===== src/rtl/stack_unit_pkg.sv =====
// Shared definitions for the stack controller and anything that decodes its
// SP op code (e.g. an external SP register).
//   SP_* : 2-bit stack-pointer op codes carried on sp_ctrl
//   state_t : controller FSM encoding (1 bit, IDLE=0, POP_WAIT=1)
package stack_unit_pkg;

  localparam logic [1:0] SP_HOLD  = 2'b00;
  localparam logic [1:0] SP_CLEAR = 2'b01;
  localparam logic [1:0] SP_INC   = 2'b10;
  localparam logic [1:0] SP_DEC   = 2'b11;

  typedef enum logic [0:0] {
    ST_IDLE     = 1'b0,
    ST_POP_WAIT = 1'b1
  } state_t;

  // Encode the SP op for the coming edge; clear dominates, and a simultaneous
  // inc+dec (push/pop bypass) is a hold.
  function automatic logic [1:0] sp_op(input logic clr, input logic inc,
                                       input logic dec);
    logic [1:0] op;
    op = SP_HOLD;
    if (clr)             op = SP_CLEAR;
    else if (inc && !dec) op = SP_INC;
    else if (dec && !inc) op = SP_DEC;
    return op;
  endfunction

endpackage


===== src/rtl/stack_unit_ram.sv =====
// stack_ram: DEPTH x n storage for the stack.
//   clk          : clock
//   we/waddr/wdata : synchronous write port
//   re/raddr     : read enable/address; rdata updates one edge after re
//   rdata        : registered read data, holds its value while re is low
// No reset on storage or read register.
module stack_ram #(
  parameter int n     = 8,
  parameter int DEPTH = 16,
  parameter int AW    = 4
) (
  input  logic          clk,
  input  logic          we,
  input  logic [AW-1:0] waddr,
  input  logic [n-1:0]  wdata,
  input  logic          re,
  input  logic [AW-1:0] raddr,
  output logic [n-1:0]  rdata
);

  logic [n-1:0] mem [DEPTH];

  always_ff @(posedge clk) begin
    if (we) mem[waddr] <= wdata;
    if (re) rdata <= mem[raddr];
  end

endmodule


===== src/rtl/stack_unit.sv =====
// stack_unit: LIFO stack controller with push/pop handshakes.
//   clk, rst_n            : clock, async active-low reset
//   clear                 : synchronous flush (highest priority)
//   push_valid/push_ready/push_data : push handshake
//   pop_req/pop_ack/pop_data        : pop request, 1-cycle ack, held data
//   sp_ctrl               : SP op for the coming edge (hold/clear/inc/dec)
//   sp                    : entry count 0..DEPTH
//   full, empty           : sp==DEPTH, sp==0
//   overflow, underflow   : sticky error flags, cleared by clear/reset
module stack_unit
  import stack_unit_pkg::*;
#(
  parameter int n     = 8,
  parameter int DEPTH = 16,
  parameter int AW    = 4
) (
  input  logic          clk,
  input  logic          rst_n,
  input  logic          clear,
  input  logic          push_valid,
  output logic          push_ready,
  input  logic [n-1:0]  push_data,
  input  logic          pop_req,
  output logic          pop_ack,
  output logic [n-1:0]  pop_data,
  output logic [1:0]    sp_ctrl,
  output logic [AW:0]   sp,
  output logic          full,
  output logic          empty,
  output logic          overflow,
  output logic          underflow
);

  state_t       state;
  logic         idle;
  logic         push_acc;
  logic         pop_acc;
  logic         push_only;
  logic         pop_only;
  logic         bypass;
  logic [n-1:0] byp_q;
  logic         sel_byp;
  logic [n-1:0] ram_rdata;
  logic [AW-1:0] raddr;

  assign idle       = (state == ST_IDLE);
  assign full       = (sp == (AW+1)'(DEPTH));
  assign empty      = (sp == '0);
  assign push_ready = idle && !full && !clear;
  assign push_acc   = push_valid && push_ready;
  assign pop_acc    = pop_req && idle && !clear && (!empty || push_acc);
  assign push_only  = push_acc && !pop_acc;
  assign pop_only   = pop_acc && !push_acc;
  assign bypass     = push_acc && pop_acc;
  assign sp_ctrl    = sp_op(clear, push_acc, pop_acc);
  assign raddr      = AW'(sp - (AW+1)'(1));

  // The FSM register doubles as the ack: it is high only in the POP_WAIT cycle.
  assign pop_ack  = (state == ST_POP_WAIT);
  // Read data comes either from the RAM read register or the bypass register;
  // both hold until the next accepted pop, so pop_data holds between acks.
  // The select resets onto the bypass register so pop_data resets to 0.
  assign pop_data = sel_byp ? byp_q : ram_rdata;

  stack_ram #(
    .n     (n),
    .DEPTH (DEPTH),
    .AW    (AW)
  ) u_ram (
    .clk   (clk),
    .we    (push_only),
    .waddr (sp[AW-1:0]),
    .wdata (push_data),
    .re    (pop_only),
    .raddr (raddr),
    .rdata (ram_rdata)
  );

  always_ff @(posedge clk or negedge rst_n) begin
    if (!rst_n) begin
      state     <= ST_IDLE;
      sp        <= '0;
      overflow  <= 1'b0;
      underflow <= 1'b0;
      byp_q     <= '0;
      sel_byp   <= 1'b1;
    end else if (clear) begin
      state     <= ST_IDLE;
      sp        <= '0;
      overflow  <= 1'b0;
      underflow <= 1'b0;
    end else begin
      if (idle && push_valid && full) overflow <= 1'b1;
      if (idle && pop_req && empty && !push_acc) underflow <= 1'b1;

      if (push_only) sp <= sp + (AW+1)'(1);
      if (pop_only)  sp <= sp - (AW+1)'(1);

      if (bypass) begin
        byp_q   <= push_data;
        sel_byp <= 1'b1;
      end else if (pop_only) begin
        sel_byp <= 1'b0;
      end

      if (pop_acc)      state <= ST_POP_WAIT;
      else if (!idle)   state <= ST_IDLE;
    end
  end

endmodule


===== config.mk =====
export PLATFORM = sky130hd
export DESIGN_NAME = stack_unit
export DESIGN_NICKNAME = d
export VERILOG_FILES = /design/src/rtl/stack_unit_pkg.sv /design/src/rtl/stack_unit_ram.sv /design/src/rtl/stack_unit.sv
export SDC_FILE = /design/constraint.sdc
export NUM_CORES = 1
export LEC_CHECK = 0
export ABC_AREA = 1
export CAP_MARGIN = 20
export CORE_MARGIN = 3
export CORE_UTILIZATION = 45
export DETAILED_ROUTE_END_ITERATION = 12
export GPL_ROUTABILITY_DRIVEN = 0
export MAX_ROUTING_LAYER = met4
export SLEW_MARGIN = 20
export SYNTH_ARGS = -nofsm -noshare
export SYNTH_HDL_FRONTEND = slang
export SYNTH_SLANG_ARGS = --single-unit

===== constraint.sdc =====
create_clock -name clk -period 5.8 [get_ports clk]
set_input_delay 0.58 -clock clk [delete_from_list [all_inputs] [get_ports clk]]
set_output_delay 0.58 -clock clk [all_outputs]
set_load 0.005 [all_outputs]

Figure 1. Placed cells, one colour a class.
Fill, decap, tap and diode cells in grey.
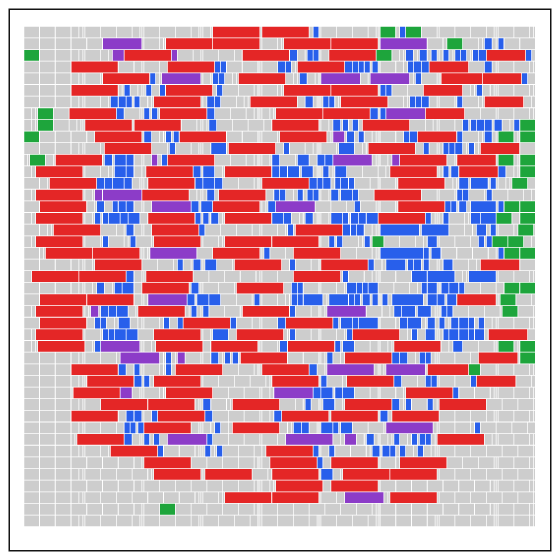
green -> other buffers and delay cells  # cells 35
red -> flip-flops  # cells 153
purple -> clock drivers and dummy loads  # cells 32
blue -> all other logic  # cells 358

Figure 2. Cell placement.
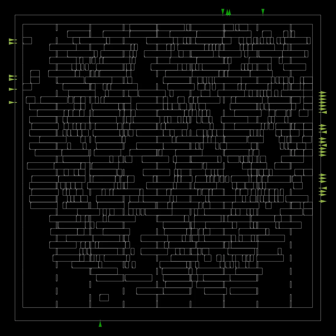
core box area: 14000 um2
fillers: 1177

Figure 3. Wiring heat map.
The die is cut into 25 by 25 equal tiles; dark blue is low, red is high, scaled to the fullest tile. Values are wire area over tile area, all layers added.
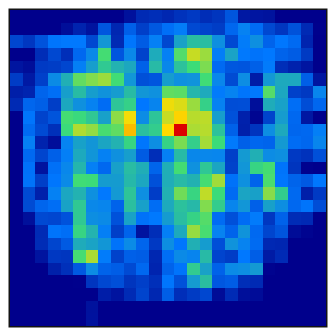
fullest tile = 0.69
nearly empty tiles = 21%
mean over tiles = 0.15
densest ninth of the die = middle

Figure 4. PDN straps and rails.
The bar under the picture is 50 um long. Pins as bars on the die edge. Tap cells in grey.
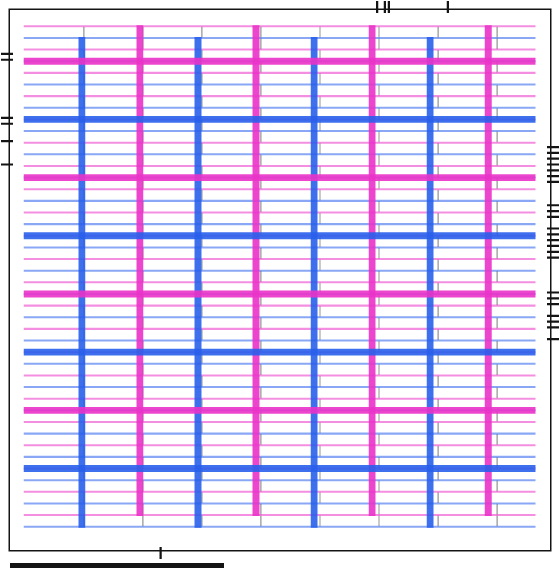
magenta -> VDD
blue -> VSS
rows = 43
tap cells = 180
met1 rails = 44
met5 straps = 8
met4 straps = 8
maximum vdd ir drop: 0.256 mV
die x size: 126 um
Die Span Y: 126 um

Figure 5. Wires at chosen ports, followed through buffers.
The bar under the picture is 50 um long.
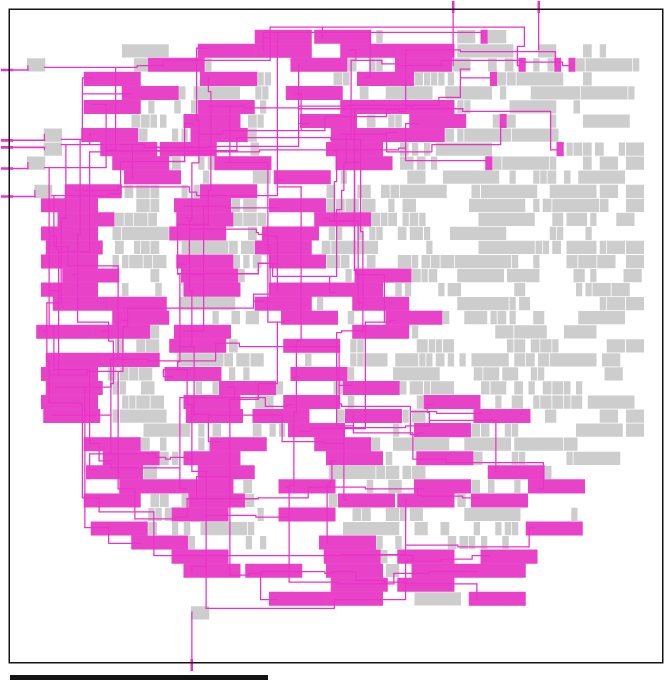
magenta -> push_data  # bits 8, direction input, edge 5 left, 2 top, 1 bottom, end cells 136, buffers 8, wire 2930 um
Ports: 34
IO Port Bufs: 33

-- registers in the layout (all words and copies together) (netlist names) --
name / count
u_ram.rdata: 8
sel_byp: 1
pop_ack: 1
underflow: 1
overflow: 1
u_ram.mem: 128
byp_q: 8
sp: 5
-- kinds of logic (layout without fill, tap and decap cells) --
logic type	count (synthesis)	count (layout)	synth area share [%]
fa+ha+maj	5	5	0.962
flops	153	153	69.4
simple gates	209	209	14.5
buf+inv	55	93	4.19
xor+xnor	4	4	0.828
compound gates	114	114	10.1
-- worst register-to-register path, stage by stage (launching register included) --
cell and delay, ps:
dfrtp_2 340, buf_4 550, inv_2 150, ha_4 220
nand3_4 100, nand4_1 610, inv_2 230, nand2_1 230
nor2_1 560
==> Slide: Implementation Results <==
Run Summary

Final layout
  – Non-filler instance count after layout: about 760
  – Area Growth Syn to Fin: 16.3%
  – Share of cells above drive strength 1: 9.69%
  – Area occupied by registers: between 4000 and 5000 um2
  – MI comb cells: around 330
  – Layout clock buffers: 18
  – Non-clk bufs: 35
  – Non-Clock Inverter Count: 26
  – Top cell category: sequential cells
  – Final net count: 583
  – Finished Core Util: 54.0%
  – Seq Cell Count: 153
  – Commonest Layout Cell: edfxtp_1
  – Cell area after layout: 7560 um2
  – Buffering overhead: 4.57%
  – Flop share of the area: 59.7%
  – Clk cell area share: 8.37%

Synthesis
  – Ys Warns: 0
  – Number of distinct library cells after synthesis: 30
  – Mapped Nets: 558
  – Post-Syn Area: ~6500 um2
  – Number of synthesized register bits: about 150
  – FFs w/ async S/R, synth: between 10% and 20%
  – Dominant flop cell: edfxtp_1
  – Top cell area share: 62.8%
  – Commonest cells post-synth: edfxtp_1 (136), nor2_1 (110), o21ai_0 (80)
  – Number of synthesized flops with an enable pin: 136
  – Synth area leader: edfxtp_1
  – Yosys Chip Area: about 6500 um2
  – Synth Seq Share: 69.4%
  – Cell area leaders: edfxtp_1 (63%), nor2_1 (6.3%), dfrtp_1 (6.2%), o21ai_0 (6.2%), o211ai_1 (3.7%)
  – # Cells Yosys: 540
  – Syn_area_per_cell: 12.0 um2

Global route
  – Antenna violations before repair: 0
  – First-pass GRT wire length: between 20000 and 25000 um
  – GR met1 Demand/Resource: 26.8%
  – Vias in the first global route: 4197
  – Met2 usage: 30.6%
  – All-layer global routing usage: 20.1%
  – Grt ovf: 0

Final timing
  – Final Skew: 6.20 ps
  – Slack of the critical path: 1900 ps
  – Max-slew violations: 0
  – Final Hold Fails: 0
  – Tightest Pin Transition: 916 ps
  – Relative slew margins: 38.7%
  – Max Freq: 256 MHz
  – Final period util: roughly 67%
  – Post-layout min period: 3900 ps
  – RSZ-0062 raised after global routing: no

Detailed routing
  – Detail Route Antenna Nets: 0
  – WL met2: 7000 um
  – Drt pass-1 iters: 5
  – Routed wire length on met3: 944 um
  – Post-DR vias/cell: 5.54
  – Vias: 4202
  – Routed WL: 14800 um
  – Top sig layer: met4
  – Initial DRC Count: 463

Setup path
  – Required time of the critical path: 5220 ps
  – Crit path to: sp_ctrl[1]
  – RR Startpoint: sp[0]
  – Family with the most delay on the worst path: buffers and inverters
  – Crit path depth: 7
  – Worst r2r path cells: 8
  – Element type at the critical path start: flop
  – Worst R2R End: u_ram.mem[6][3]
  – Setup CP Type: flop to primary output
  – Crit. Startpoint: sp[0]
  – Flop2flop setup slack: roughly 2500 ps
  – Worst Path Buf+Inv: 3
  – CP max stage cell: nand4_1
  – Critical Path Max Stage Delay: around 610 ps
  – Worst Path Max Fanout: 70
  – Data arrival, critical path: between 3000 and 4000 ps
  – CP Capture Type: primary output

Clock network
  – Hold_buf cts: 0
  – Root buffer cell: clkbuf_16
  – CTS tree: yes
  – Quantity of gates resized following cts: 0
  – Post-CTS setup buffer count: 0
  – H-tree depth: 4
  – CTS Buffer Depth: 2

Placed design
  – Post-DP HPWL: slightly above 9000 um
  – Dpl ws: 2340 ps
  – Placed inst area: ~6900 um2
  – Placed insts: 726

Min path
  – Hold Path Origin: underflow
  – Hold Crit Class: flop to flop
  – WHS Path Cells: 2
  – Hold path endpoint: underflow

Pwr
  – Lkg Pwr: 2.63 nW
  – Comb pwr: 0.00108 W
  – Clock group power: 0.00118 W
  – Clock Power Share: 33.1%
  – Power Total: roughly 0.0036 W
  – Switching Fraction: 32.6%
  – Comb pwr share: 30.3%
  – Power per cell area: ~470 nW/um2
  – Seq. pwr: roughly 0.0013 W
  – Psw: 0.00116 W
  – Seq pwr share: 36.6%
  – Max power group: registers
  – Internal power component: 0.00241 W

Status
  – Status: finished, final reports clean

Run
  – Max cap viols: 0
  – Tool warning count: 30

Floorplanning
  – Init Core Util: 46.5%
  – Rows: 43
  – # Taps: between 150 and 200
Power and IR drop assume default switching activity.
